## src/rtl/ro_trng_ctrl.sv

```systemverilog
`default_nettype none
// ============================================================================
// Module   : ro_trng_ctrl
// Brief    : Ring-oscillator TRNG sequencer: warm-up, decimated byte sampling,
//            repetition health test and a 4-entry valid/ready output FIFO.
// Revision : 1.0 - initial release
// ============================================================================
module ro_trng_ctrl #(
  parameter int WARMUP_CYCLES = 256,
  parameter int PIPE_LAT      = 3,
  parameter int HEALTH_LIMIT  = 4
) (
  input  logic       clk,
  input  logic       rst_n,
  input  logic       start,
  input  logic [7:0] req_len,
  output logic       ro_activate_1,
  output logic       ro_activate_2,
  output logic [2:0] out_sel,
  input  logic [7:0] ro_byte,
  output logic [7:0] rnd_data,
  output logic       rnd_valid,
  input  logic       rnd_ready,
  output logic       busy,
  output logic       health_fail,
  input  logic       clear_fail
);

  localparam int c_fill_cycles = 8 + PIPE_LAT;
  localparam int c_cnt_max     = (WARMUP_CYCLES > c_fill_cycles) ? WARMUP_CYCLES : c_fill_cycles;
  localparam int c_cnt_w       = $clog2(c_cnt_max + 1);
  localparam int c_rep_w       = $clog2(HEALTH_LIMIT + 1);

  typedef enum logic [1:0] {
    S_IDLE   = 2'd0,
    S_WARMUP = 2'd1,
    S_FILL   = 2'd2,
    S_RUN    = 2'd3
  } state_t;

  state_t               r_state;
  logic                 r_ro_act;
  logic [c_cnt_w-1:0]   r_cnt;
  logic [2:0]           r_phase;
  logic [8:0]           r_rem;
  logic [c_rep_w-1:0]   r_rep;
  logic [7:0]           r_prev;
  logic                 r_health_fail;

  logic [7:0]           r_mem [4];
  logic [1:0]           r_wr;
  logic [1:0]           r_rd;
  logic [2:0]           r_count;

  logic                 w_pop;
  logic                 w_slot;
  logic                 w_same;
  logic [c_rep_w-1:0]   w_rep_next;
  logic                 w_trip;
  logic                 w_push;
  logic                 w_start_ok;

  assign w_pop      = rnd_ready && (r_count != 3'd0);
  assign w_slot     = (r_state == S_RUN) && (r_phase == 3'd7);
  // r_rep==0 marks "no previous slot byte since start", so the first byte never counts as a repeat
  assign w_same     = (r_rep != '0) && (ro_byte == r_prev);
  assign w_rep_next = w_same ? (r_rep + c_rep_w'(1)) : c_rep_w'(1);
  assign w_trip     = w_slot && (w_rep_next >= c_rep_w'(HEALTH_LIMIT));
  // a pop in the same cycle frees the slot, so a full FIFO can still accept
  assign w_push     = w_slot && !w_trip && ((r_count != 3'd4) || w_pop);
  assign w_start_ok = start && (r_state == S_IDLE) && (r_count == 3'd0) && !r_health_fail;

  always_ff @(posedge clk or negedge rst_n) begin
    if (!rst_n) begin
      r_state       <= S_IDLE;
      r_ro_act      <= 1'b0;
      r_cnt         <= '0;
      r_phase       <= 3'd0;
      r_rem         <= 9'd0;
      r_rep         <= '0;
      r_prev        <= 8'h00;
      r_health_fail <= 1'b0;
    end else begin
      if (w_trip)
        r_health_fail <= 1'b1;
      else if (clear_fail)
        r_health_fail <= 1'b0;

      case (r_state)
        S_IDLE: begin
          if (w_start_ok) begin
            r_rem    <= (req_len == 8'd0) ? 9'd256 : {1'b0, req_len};
            r_rep    <= '0;
            r_prev   <= 8'h00;
            r_cnt    <= '0;
            r_ro_act <= 1'b1;
            r_state  <= S_WARMUP;
          end
        end
        S_WARMUP: begin
          if (r_cnt == c_cnt_w'(WARMUP_CYCLES - 1)) begin
            r_cnt   <= '0;
            r_state <= S_FILL;
          end else begin
            r_cnt <= r_cnt + c_cnt_w'(1);
          end
        end
        S_FILL: begin
          // flush lane 0 of any bits captured before warm-up completed
          if (r_cnt == c_cnt_w'(c_fill_cycles - 1)) begin
            r_cnt   <= '0;
            r_phase <= 3'd0;
            r_state <= S_RUN;
          end else begin
            r_cnt <= r_cnt + c_cnt_w'(1);
          end
        end
        S_RUN: begin
          r_phase <= r_phase + 3'd1;
          if (w_slot) begin
            r_rep  <= w_rep_next;
            r_prev <= ro_byte;
            if (w_trip) begin
              r_ro_act <= 1'b0;
              r_state  <= S_IDLE;
            end else if (w_push) begin
              r_rem <= r_rem - 9'd1;
              if (r_rem == 9'd1) begin
                r_ro_act <= 1'b0;
                r_state  <= S_IDLE;
              end
            end
          end
        end
        default: begin
          r_ro_act <= 1'b0;
          r_state  <= S_IDLE;
        end
      endcase
    end
  end

  always_ff @(posedge clk or negedge rst_n) begin
    if (!rst_n) begin
      for (int i = 0; i < 4; i++)
        r_mem[i] <= 8'h00;
      r_wr    <= 2'd0;
      r_rd    <= 2'd0;
      r_count <= 3'd0;
    end else begin
      if (w_push) begin
        r_mem[r_wr] <= ro_byte;
        r_wr        <= r_wr + 2'd1;
      end
      if (w_pop)
        r_rd <= r_rd + 2'd1;
      case ({w_push, w_pop})
        2'b10:   r_count <= r_count + 3'd1;
        2'b01:   r_count <= r_count - 3'd1;
        default: r_count <= r_count;
      endcase
    end
  end

  assign ro_activate_1 = r_ro_act;
  assign ro_activate_2 = r_ro_act;
  assign out_sel       = 3'b000;
  assign rnd_data      = r_mem[r_rd];
  assign rnd_valid     = (r_count != 3'd0);
  assign busy          = (r_state != S_IDLE) || (r_count != 3'd0);
  assign health_fail   = r_health_fail;

endmodule
`default_nettype wire

```

## config.mk

```make
export PLATFORM = sky130hd
export DESIGN_NAME = ro_trng_ctrl
export DESIGN_NICKNAME = d
export VERILOG_FILES = /design/src/rtl/ro_trng_ctrl.sv
export SDC_FILE = /design/constraint.sdc
export NUM_CORES = 1
export LEC_CHECK = 0
export CORE_ASPECT_RATIO = 2
export CORE_MARGIN = 2
export CORE_UTILIZATION = 54
export CTS_BUF_LIST = sky130_fd_sc_hd__clkbuf_2
export DETAILED_ROUTE_END_ITERATION = 10
export PLACE_DENSITY = 0.88
export REMOVE_ABC_BUFFERS = 1
export SLEW_MARGIN = 20
export SYNTH_ARGS = -nofsm -noshare
export SYNTH_HDL_FRONTEND = slang
export SYNTH_SLANG_ARGS = --single-unit
```

## constraint.sdc

```tcl
create_clock -name clk -period 2.16 [get_ports clk]
set_input_delay 0.648 -clock clk [delete_from_list [all_inputs] [get_ports clk]]
set_output_delay 0.648 -clock clk [all_outputs]
set_load 0.005 [all_outputs]
```

layer_met1.png
The bar under the picture is 20 um long. Supply wires on this layer in gray.
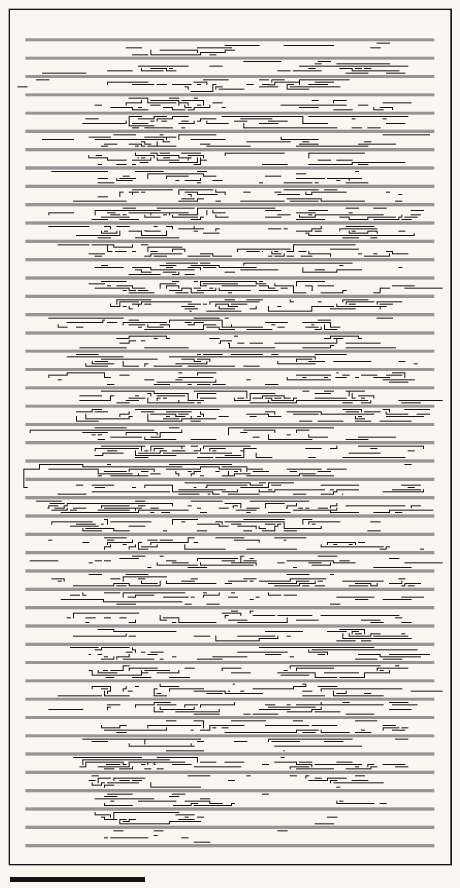
The layer holds 36% of the routed length. The longest straight run is 21.6 um. The layer carries 3,920 um of wire.

layer_met2.png
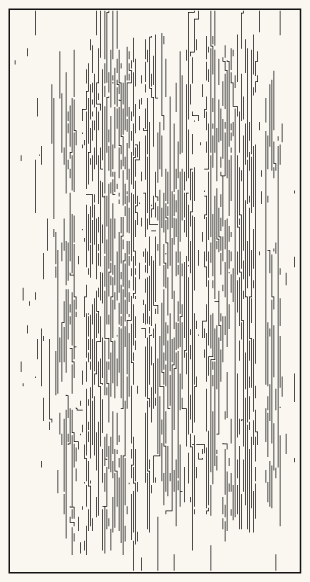
The longest straight run is 92.1 um. The wires run mostly vertical. The layer carries 6,250 um of wire. 463 nets have wire on it.

==> registers in the layout, summed over array words and instances, names as in the netlist <==
name / flops
r_rem: 9
r_mem: 32
r_prev: 8
r_wr: 2
r_rep: 3
ro_activate_1: 1
r_cnt: 9
r_rd: 2
r_state: 2
r_count: 3
r_phase: 3
health_fail: 1
==> layout make-up <==
cell class | count | area (um^2)
Timing Repair Buffer | 115 | 967
Clock inverter | 7 | 68.8
Fill cell | 459 | 1860
Sequential cell | 75 | 1880
Multi-Input combinational cell | 251 | 2250
Inverter | 21 | 78.8
Clock buffer | 9 | 45.0
Tap cell | 92 | 115
==> where the power goes <==
group          internal, W  switching, W  total [W]  leakage, nW
Clock             0.000261      0.000521   0.000782       0.0677
Combinational     0.000467      0.000322   0.000789         1.63
Sequential         0.00146     0.0000792    0.00154        0.984
==> worst max-delay path by stage <==
stage                    start     endpoint  slack, ns
finish                 r_rd[0]  rnd_data[5]      -0.36
global route           r_rd[0]  rnd_data[5]      -0.45
CTS                    r_rd[0]  rnd_data[5]      -0.37
detailed placement  ro_byte[2]   r_count[2]      -1.05
global placement    ro_byte[2]   r_count[2]      -0.97
floorplan           ro_byte[2]   r_count[2]      -0.34
==> worst register-to-register path: stages, from the launching register on <==
cell       delay, ns
dfrtp_1         0.44
buf_4           0.15
ha_2            0.21
xor2_2          0.24
nand2_1         0.12
o31a_1          0.33
fa_2            0.37
nor3_2          0.18
a2bb2oi_2       0.07
xnor2_1         0.12
==> routing by layer <==
| layer | wire, um | part of all wire | track usage |
|---|---|---|---|
| met5 | 0 | 0 | 0 |
| met3 | 304 | 0.028 | 0.0488 |
| met2 | 6250 | 0.58 | 0.494 |
| met1 | 3920 | 0.36 | 0.293 |
| met4 | 383 | 0.035 | 0.109 |
==> flow_summary.yaml <==
# flow metrics
clocking:
  cts_buffers: 9
  clock_tree.root_cell: "clkbuf_2"
  cts_tree: "yes"
  cts_hold_buf: 1
  clkTransAtPathRegs_ns: 0.20
  cts_htree_levels: 3
  insertion_delay_ns: 0.56
  cts_resized: 70
  post_cts_buffers: 21
  clock-sinks: 75
placement:
  place_worst_setup_slack_ns: -1.05
  placed_cells: 524
  portBuffers: 33
  gp_congestion: 0.813
  hpwl_um: 7070
sta:
  setup_viol: 15
  finalCriticalPeriod_ns: 2.52
  finalCritPeriodShare: 1.17
  slew_viol_final: 0
  hold-worst-slack_ns: 0.411
  finalWorstSetupSlack_ns: -0.361
  worst_pin_slew_ns: 0.504
cells_and_area:
  utilization: 0.744
  stdcell_count: 570
  fin_nets: 515
  most-common-layout-cells: "dfrtp_1, buf_4, mux2_2"
  design_area_um2: 5410
  drive_above_1_share: 0.429
  antenna_cells: 0
drt:
  first_iter_violations: 220
  ant_nets: 0
  drt_first_pass_iters: 4
  wl_um: 10900
  vias_per_cell: 5.84
grt:
  grt_max_degree: 43
  grt_pass1_wl_um: 16800
  antenna_found_initial: 0
  grt_pass1_vias: 3404
  grt_use_total: 0.268
critical_path:
  start_kind: "flip-flop"
  worst_ep_required_time_ns: 1.51
  cp_cell_sequence: "buf_12 -> buf_6 -> mux4_2 -> buf_6"
  worstPathArrival_ns: 1.87
  reg2reg_depth: 9
  worstSetupPathType: "flip-flop to output port"
  rrSetupSlack_ns: -0.13
  critical-path-slowest-cell: "mux4_2"
  r2r_end: "r_count[2]"
  r2r-start: "r_rep[0]"
job:
  drv_cap: 0
  log.warning_count: 39
logic_synthesis:
  edf_count: 0
  syn_area_um2: 4070
  most_common_cell: "dfrtp_1"
  ys_cells: 356
  yosys.area_share.aoi: 0.123
  logic_family: "multiplexers"
  synth_top_area_share: 0.461
  simple_gate_share: 0.139
  ys_seq_share: 0.461
  top_area_cell: "dfrtp_1"
  ys_area_um2: 4070
  ys_types: 62
  synth_cells: 356
  synth-xor-area-share: 0.0301
  synthArstFlopShare: 1.00
  yosys_warnings: 0
  common_cells: "dfrtp_1, mux2_2, nand2_1"
outcome:
  violations: "setup timing"
  status: "finished with violations"
floorplan:
  num_io_pins: 37
  dieArea_um2: 8300
  rows: 44
  fp_util: 0.561
  die_h_um: 127
  die_w_um: 65.4
power:
  total_leakage_power_nw: 2.68
  ir_drop_mv: 0.420
min_path:
  holdPathEnd: "r_mem[4]"
  hp-start: "ro_byte[4]"
Power figures rest on the tool's default switching activity, not on a simulated workload.
